Clock nets:
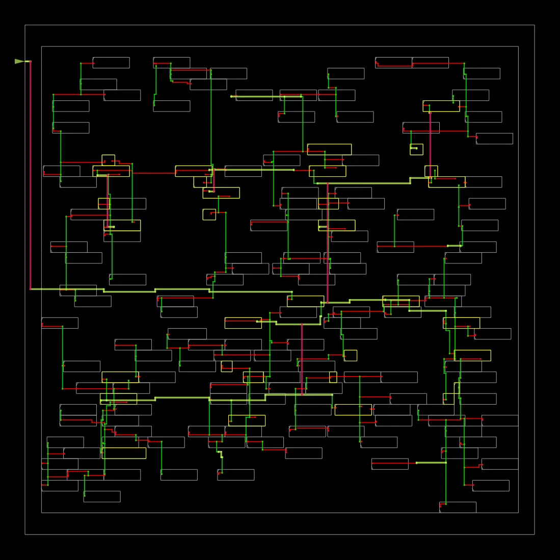
Clock wires, drivers and flops:
Drawn at 2 px/um.
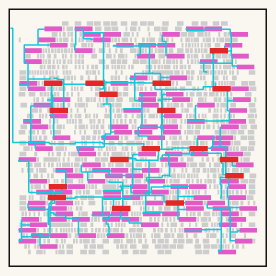
Selected gate families:
Drawn at 2 px/um.
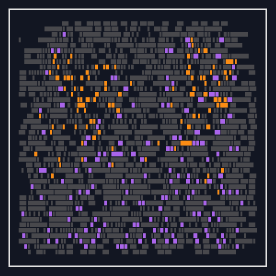
Wiring by layer:
Drawn at 4 px/um.
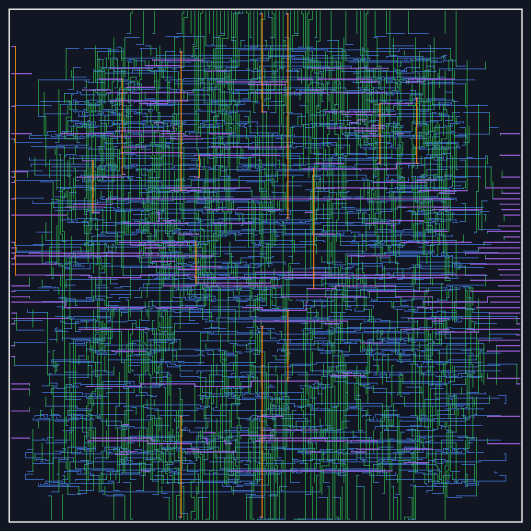
<file path="config.mk">
export PLATFORM = sky130hd
export DESIGN_NAME = fetch_align_buffer_flat
export DESIGN_NICKNAME = d
export VERILOG_FILES = /design/src/rtl/fetch_align_buffer_if.sv /design/src/rtl/fetch_align_buffer.sv /design/src/flat_wrapper.sv
export SDC_FILE = /design/constraint.sdc
export NUM_CORES = 1
export LEC_CHECK = 0
export ABC_AREA = 1
export CORE_MARGIN = 4
export CORE_UTILIZATION = 56
export CTS_CLUSTER_SIZE = 14
export DETAILED_ROUTE_END_ITERATION = 7
export PLACE_DENSITY_LB_ADDON = 0.15
export RECOVER_POWER = 100
export SETUP_SLACK_MARGIN = 0.1
export SYNTH_ARGS = -nofsm -noshare
export SYNTH_HDL_FRONTEND = slang
export SYNTH_SLANG_ARGS = --single-unit
export TNS_END_PERCENT = 30
</file>
<file path="constraint.sdc">
create_clock -name clk -period 4.3 [get_ports clk]
set_input_delay 0.86 -clock clk [delete_from_list [all_inputs] [get_ports clk]]
set_output_delay 0.86 -clock clk [all_outputs]
set_load 0.03 [all_outputs]
</file>
<file path="src/rtl/fetch_align_buffer_if.sv">
// Bus bundle for fetch_align_buffer: redirect, instruction-memory and decode handshakes.
// With FETCH_ERR_EN defined it also carries the bus error input and per-instruction error output.
interface fetch_align_buffer_if;
    logic        flush_i;
    logic [31:0] flush_pc_i;
    logic        imem_req_o;
    logic [31:0] imem_addr_o;
    logic        imem_gnt_i;
    logic        imem_rvalid_i;
    logic [31:0] imem_rdata_i;
    logic        instr_valid_o;
    logic        instr_ready_i;
    logic [31:0] instr_data_o;
    logic [31:0] instr_pc_o;
    logic        instr_is_c_o;
`ifdef FETCH_ERR_EN
    logic        imem_err_i;
    logic        instr_err_o;
`endif

    modport master (
`ifdef FETCH_ERR_EN
        input  imem_err_i,
        output instr_err_o,
`endif
        input  flush_i, flush_pc_i, imem_gnt_i, imem_rvalid_i, imem_rdata_i, instr_ready_i,
        output imem_req_o, imem_addr_o, instr_valid_o, instr_data_o, instr_pc_o, instr_is_c_o
    );

    modport slave (
`ifdef FETCH_ERR_EN
        output imem_err_i,
        input  instr_err_o,
`endif
        output flush_i, flush_pc_i, imem_gnt_i, imem_rvalid_i, imem_rdata_i, instr_ready_i,
        input  imem_req_o, imem_addr_o, instr_valid_o, instr_data_o, instr_pc_o, instr_is_c_o
    );
endinterface

</file>
<file path="src/rtl/fetch_align_buffer.sv">
// Instruction fetch/align buffer: prefetches 32-bit words and presents one 16/32-bit instruction
// per handshake. Optional macro FETCH_ERR_EN adds per-word bus error tracking (instr_err_o).
module fetch_align_buffer #(
    parameter logic [31:0] RESET_PC   = 32'h0000_0000,
    parameter int          FIFO_DEPTH = 2
) (
    input logic                  clk,
    input logic                  rst_n,
    fetch_align_buffer_if.master bus
);
    localparam int PW  = $clog2(FIFO_DEPTH);
    localparam int CW  = $clog2(FIFO_DEPTH + 1);
    localparam int CW1 = CW + 1;
    localparam logic [PW-1:0] LAST_PTR = PW'(FIFO_DEPTH - 1);
    localparam logic [CW:0]   DEPTH_W  = CW1'(FIFO_DEPTH);

    typedef enum logic [0:0] {ST_RUN = 1'b0, ST_DRAIN = 1'b1} state_e;

    function automatic logic [PW-1:0] ptr_inc(input logic [PW-1:0] p);
        return (p == LAST_PTR) ? {PW{1'b0}} : p + PW'(1);
    endfunction

    logic [31:0]   mem_q [FIFO_DEPTH];
    logic [PW-1:0] rd_ptr_q, rd_ptr_d, wr_ptr_q, wr_ptr_d, rd_nxt_s;
    logic [CW-1:0] count_q, count_d, outst_q, outst_d, disc_q, disc_d;
    logic [31:0]   pc_q, pc_d, fetch_q, fetch_d;
    logic          req_en_q;
    state_e        state_q, state_d;

    logic [31:0] head_s, next_s, data_s;
    logic [15:0] half_s;
    logic        is_c_s, straddle_s, valid_s, consume_s;
    logic        fits_s, req_s, gnt_s, rvalid_s, push_s, pop_s;
    logic        unused_ok_s;

    // Realign the instruction at pc from the FIFO head (and the next word for a straddle).
    always_comb begin
        rd_nxt_s   = ptr_inc(rd_ptr_q);
        head_s     = mem_q[rd_ptr_q];
        next_s     = mem_q[rd_nxt_s];
        half_s     = pc_q[1] ? head_s[31:16] : head_s[15:0];
        is_c_s     = (half_s[1:0] != 2'b11);
        straddle_s = pc_q[1] & (head_s[17:16] == 2'b11);
        if (is_c_s) begin
            data_s  = {16'h0000, half_s};
            valid_s = (count_q != {CW{1'b0}});
        end else if (straddle_s) begin
            data_s  = {next_s[15:0], head_s[31:16]};
            valid_s = (count_q >= CW'(2));
        end else begin
            data_s  = head_s;
            valid_s = (count_q != {CW{1'b0}});
        end
        consume_s = valid_s & bus.instr_ready_i;
    end

    // Request/response bookkeeping and next-state for pointers, pc, fetch address and discard count.
    always_comb begin
        fits_s   = ({1'b0, count_q} + {1'b0, outst_q}) < DEPTH_W;
        req_s    = req_en_q & fits_s & ~bus.flush_i;
        gnt_s    = req_s & bus.imem_gnt_i;
        rvalid_s = bus.imem_rvalid_i & (outst_q != {CW{1'b0}});
        push_s   = rvalid_s & (state_q == ST_RUN) & ~bus.flush_i;
        pop_s    = consume_s & ~bus.flush_i & (~is_c_s | pc_q[1]);
        outst_d  = outst_q + CW'(gnt_s) - CW'(rvalid_s);
        if (bus.flush_i) begin
            count_d  = {CW{1'b0}};
            rd_ptr_d = {PW{1'b0}};
            wr_ptr_d = {PW{1'b0}};
            pc_d     = {bus.flush_pc_i[31:1], 1'b0};
            fetch_d  = {bus.flush_pc_i[31:2], 2'b00};
            disc_d   = outst_d;
        end else begin
            count_d  = count_q + CW'(push_s) - CW'(pop_s);
            rd_ptr_d = pop_s ? rd_nxt_s : rd_ptr_q;
            wr_ptr_d = push_s ? ptr_inc(wr_ptr_q) : wr_ptr_q;
            pc_d     = consume_s ? (pc_q + (is_c_s ? 32'd2 : 32'd4)) : pc_q;
            fetch_d  = gnt_s ? (fetch_q + 32'd4) : fetch_q;
            disc_d   = (rvalid_s && (state_q == ST_DRAIN)) ? (disc_q - CW'(1)) : disc_q;
        end
        state_d = (disc_d != {CW{1'b0}}) ? ST_DRAIN : ST_RUN;
    end

    // Control registers and RUN/DRAIN state.
    always_ff @(posedge clk or negedge rst_n) begin
        if (!rst_n) begin
            rd_ptr_q <= {PW{1'b0}};
            wr_ptr_q <= {PW{1'b0}};
            count_q  <= {CW{1'b0}};
            outst_q  <= {CW{1'b0}};
            disc_q   <= {CW{1'b0}};
            pc_q     <= RESET_PC;
            fetch_q  <= {RESET_PC[31:2], 2'b00};
            req_en_q <= 1'b0;
            state_q  <= ST_RUN;
        end else begin
            rd_ptr_q <= rd_ptr_d;
            wr_ptr_q <= wr_ptr_d;
            count_q  <= count_d;
            outst_q  <= outst_d;
            disc_q   <= disc_d;
            pc_q     <= pc_d;
            fetch_q  <= fetch_d;
            req_en_q <= 1'b1;
            state_q  <= state_d;
        end
    end

    // Prefetch word storage; cleared on reset so instr_data_o starts at zero.
    always_ff @(posedge clk or negedge rst_n) begin
        if (!rst_n) begin
            for (int i = 0; i < FIFO_DEPTH; i++) begin
                mem_q[i] <= 32'h0000_0000;
            end
        end else if (push_s) begin
            mem_q[wr_ptr_q] <= bus.imem_rdata_i;
        end else begin
            mem_q[wr_ptr_q] <= mem_q[wr_ptr_q];
        end
    end

`ifdef FETCH_ERR_EN
    logic [FIFO_DEPTH-1:0] err_q;

    // Per-word bus error flag, written alongside the data word.
    always_ff @(posedge clk or negedge rst_n) begin
        if (!rst_n) begin
            err_q <= {FIFO_DEPTH{1'b0}};
        end else if (push_s) begin
            err_q[wr_ptr_q] <= bus.imem_err_i;
        end else begin
            err_q <= err_q;
        end
    end

    assign bus.instr_err_o = straddle_s ? (err_q[rd_ptr_q] | err_q[rd_nxt_s]) : err_q[rd_ptr_q];
`endif

    assign bus.imem_req_o    = req_s;
    assign bus.imem_addr_o   = fetch_q;
    assign bus.instr_valid_o = valid_s;
    assign bus.instr_data_o  = data_s;
    assign bus.instr_pc_o    = pc_q;
    assign bus.instr_is_c_o  = is_c_s;
    assign unused_ok_s       = ^{bus.flush_pc_i[0], next_s[31:16]};
endmodule

</file>
<file path="src/flat_wrapper.sv">
// flat-port wrapper written by rule: the top's interface ports become plain ports
module fetch_align_buffer_flat 
#(
    parameter logic [31:0] RESET_PC   = 32'h0000_0000,
    parameter int          FIFO_DEPTH = 2
)
  (clk, rst_n, bus_flush_i, bus_flush_pc_i, bus_imem_gnt_i, bus_imem_rvalid_i, bus_imem_rdata_i, bus_instr_ready_i, bus_imem_req_o, bus_imem_addr_o, bus_instr_valid_o, bus_instr_data_o, bus_instr_pc_o, bus_instr_is_c_o);
  fetch_align_buffer_if bus_i ();
  input logic clk;
  input logic rst_n;
  input wire logic [$bits(bus_i.flush_i)-1:0] bus_flush_i;
  input wire logic [$bits(bus_i.flush_pc_i)-1:0] bus_flush_pc_i;
  input wire logic [$bits(bus_i.imem_gnt_i)-1:0] bus_imem_gnt_i;
  input wire logic [$bits(bus_i.imem_rvalid_i)-1:0] bus_imem_rvalid_i;
  input wire logic [$bits(bus_i.imem_rdata_i)-1:0] bus_imem_rdata_i;
  input wire logic [$bits(bus_i.instr_ready_i)-1:0] bus_instr_ready_i;
  output wire logic [$bits(bus_i.imem_req_o)-1:0] bus_imem_req_o;
  output wire logic [$bits(bus_i.imem_addr_o)-1:0] bus_imem_addr_o;
  output wire logic [$bits(bus_i.instr_valid_o)-1:0] bus_instr_valid_o;
  output wire logic [$bits(bus_i.instr_data_o)-1:0] bus_instr_data_o;
  output wire logic [$bits(bus_i.instr_pc_o)-1:0] bus_instr_pc_o;
  output wire logic [$bits(bus_i.instr_is_c_o)-1:0] bus_instr_is_c_o;
  assign bus_i.flush_i = bus_flush_i;
  assign bus_i.flush_pc_i = bus_flush_pc_i;
  assign bus_i.imem_gnt_i = bus_imem_gnt_i;
  assign bus_i.imem_rvalid_i = bus_imem_rvalid_i;
  assign bus_i.imem_rdata_i = bus_imem_rdata_i;
  assign bus_i.instr_ready_i = bus_instr_ready_i;
  assign bus_imem_req_o = bus_i.imem_req_o;
  assign bus_imem_addr_o = bus_i.imem_addr_o;
  assign bus_instr_valid_o = bus_i.instr_valid_o;
  assign bus_instr_data_o = bus_i.instr_data_o;
  assign bus_instr_pc_o = bus_i.instr_pc_o;
  assign bus_instr_is_c_o = bus_i.instr_is_c_o;
  fetch_align_buffer #(.RESET_PC(RESET_PC), .FIFO_DEPTH(FIFO_DEPTH)) u_core (.clk(clk), .rst_n(rst_n), .bus(bus_i));
endmodule
</file>
==> CHANGELOG.md <==
### Metrics

* Violated checks: max-capacitance violations, max-slew violations
* Avg Vias per Cell at 5.536
* Post-route cell area at slightly above 0.01 mm^2
* Max Freq at roughly 240 MHz
* Outcome: complete, but fails checks
* Crit Reg-Reg Endpoint: u_core.bus.instr_pc_o[30]
* Largest logic family: simple AND/OR/NAND/NOR gates
* Leak at 4.831 nW
* Clk pwr share at 0.237
* Max-slew headroom at -0.8272
* Most numerous logic cells after layout: nand2_1 (378), dfrtp_1 (134), inv_1 (117)
* Yosys top cell by instances: nand2_1
* Seq group at 1.97 mW
* 1st-iter DRT viols at about 810
* Core Util, Final at 0.7372
* Pwr top: combinational cells
* Minimum clock period at about 4.1 ns
* Part of the power in registers at 0.317
* Max_cap viols at 3
* Vias in the first global route at slightly above 7,000
* Largest cell class: multi-input combinational cells
* Share of cells above drive strength 1 at 0.06539
* WL/cell at 16.71 um
* Comb pwr share at 0.446
* Final Cycle Share at 0.9524
* Final #Nets at around 1,300
* Mapped Cells at between 1,000 and 1,500
* Non-clock buffering overhead at 0.1638
* Crit path kind: reg -> out
* Setup TNS at 0 ns
* First-pass GRT wire length at 38,090 um
* CP required at 3.44 ns
* Inverters at between 100 and 150
* HPWL Detailed at 17,410 um
* Routability cong. at 0.9719
* Die height at 127.8 um
* Hold bufs inserted after CTS at 0
* Post-synthesis cell area at about 0.0080 mm^2
* CP endpoint: bus_instr_data_o[27]
* RR Startpoint: u_core.rd_ptr_q
* CP Launch Type: register
* Logic share of the area at 0.3811
* ClkCell Share at 0.05787
* Top logic cell by instance count in the layout: nand2_1
* Met3 Routed Length at just over 2000 um
* Design Power at 6.214 mW
* DR WL met2 at 10,940 um
* Die area at 0.01633 mm^2
* DRT Pass-1 Iters at 5
* Worst Reg-to-Reg Cells at 12
* Final Max-Slew Violation Tally at 148
* Top cells by count: nand2_1 (373), dfrtp_1 (135), inv_1 (115)
* Clock-pin slew on the worst setup and hold paths at approximately 0.060 ns
* XOR Share, Synth at 0.04033
* # rows at 43
* Hold crit path type: reg -> reg
* Seq. cell area at 0.003379 mm^2
* Seq/total area at 0.3277
* Post-synth seq share at 0.4204
* Flip-flops with a built-in enable at 0
* # DRC at 0
* Dpl cell area at 0.009781 mm^2
* Clock skew at 0.01011 ns
* Fill cell count at 1,123
* Pre-CTS worst setup slack at 0.6360 ns
* Initial antenna violation count at 1
* Tally of non-filler cells in the final layout at 1,435
* CP max FO at 32
* Main synth FF type: dfrtp_1
* Dominant cell area share at 0.4204
* Tapcells at 180
* Comb gate area at 0.003930 mm^2
* Worst Hold Depth at 2
* M1 wire length at 10,590 um
* DR top layer: met4
* # resized after CTS at 0
* Total track usage at 0.2962
* Count of final setup violators at 0
* Net switching power at roughly 2.7 mW
* Root Buffer: clkbuf_16
* Number of logged tool warnings at 30
* Post-synth area hogs: dfrtp_1 (42%), nand2_1 (17%), o21ai_0 (5.5%), inv_1 (5.4%), nand3_1 (3.5%)
* Flop count at roughly 140
* Clk buf depth at 2
* Fin. Hold Viols at 0
Notes on 'clock nets' above:
clock sink total: 135
Clock Buffer Count: 20
total CTS buffers: 17
clk_lat worst skew: 0.43 ns

Notes on 'clock wires, drivers and flops' above:
clock wires: drawn in cyan, length 1,760 um. clock drivers: drawn in red, count 17. flip-flops: drawn in magenta, count 135.
There are 18 routed clock nets. Position of the flops: widely spread.

Notes on 'selected gate families' above:
aoi and oai cells: drawn in purple, cells 155, where widely spread. nor cells: drawn in orange, cells 97.

Notes on 'wiring by layer' above:
metal 2: drawn in green, wire length 10,900 um. metal 1: drawn in blue, wire length 10,600 um. metal 4: drawn in orange, wire length 371 um. metal 3: drawn in purple, wire length 2,070 um.

## critical path, cell delays in order (launching register included)
cell and delay, ns:
dfrtp_2 0.37, clkinv_2 0.35, nand2_1 0.23, nand3_2 0.12
nor2_1 0.22, inv_2 0.18, nand2_1 0.45, o22ai_1 0.14
dlygate4sd3_1 0.72
## sequential cells by signal, summed over array words and instances, names as in the netlist
name	cells
u_core.mem_q	64
u_core.bus.instr_pc_o	31
u_core.bus.imem_addr_o	30
u_core.count_q	2
u_core.disc_q	2
u_core.outst_q	2
u_core.rd_ptr_q	1
u_core.req_en_q	1
u_core.state_q	1
u_core.wr_ptr_q	1
## routing by layer
layer	track usage	vias to the layer above
met4	0.07491	0
met1	0.4355	3737
met2	0.4486	363
met5	0	-
met3	0.06417	29
li1	-	3815
No activity file was given, so power comes from the tool's default toggle rates.
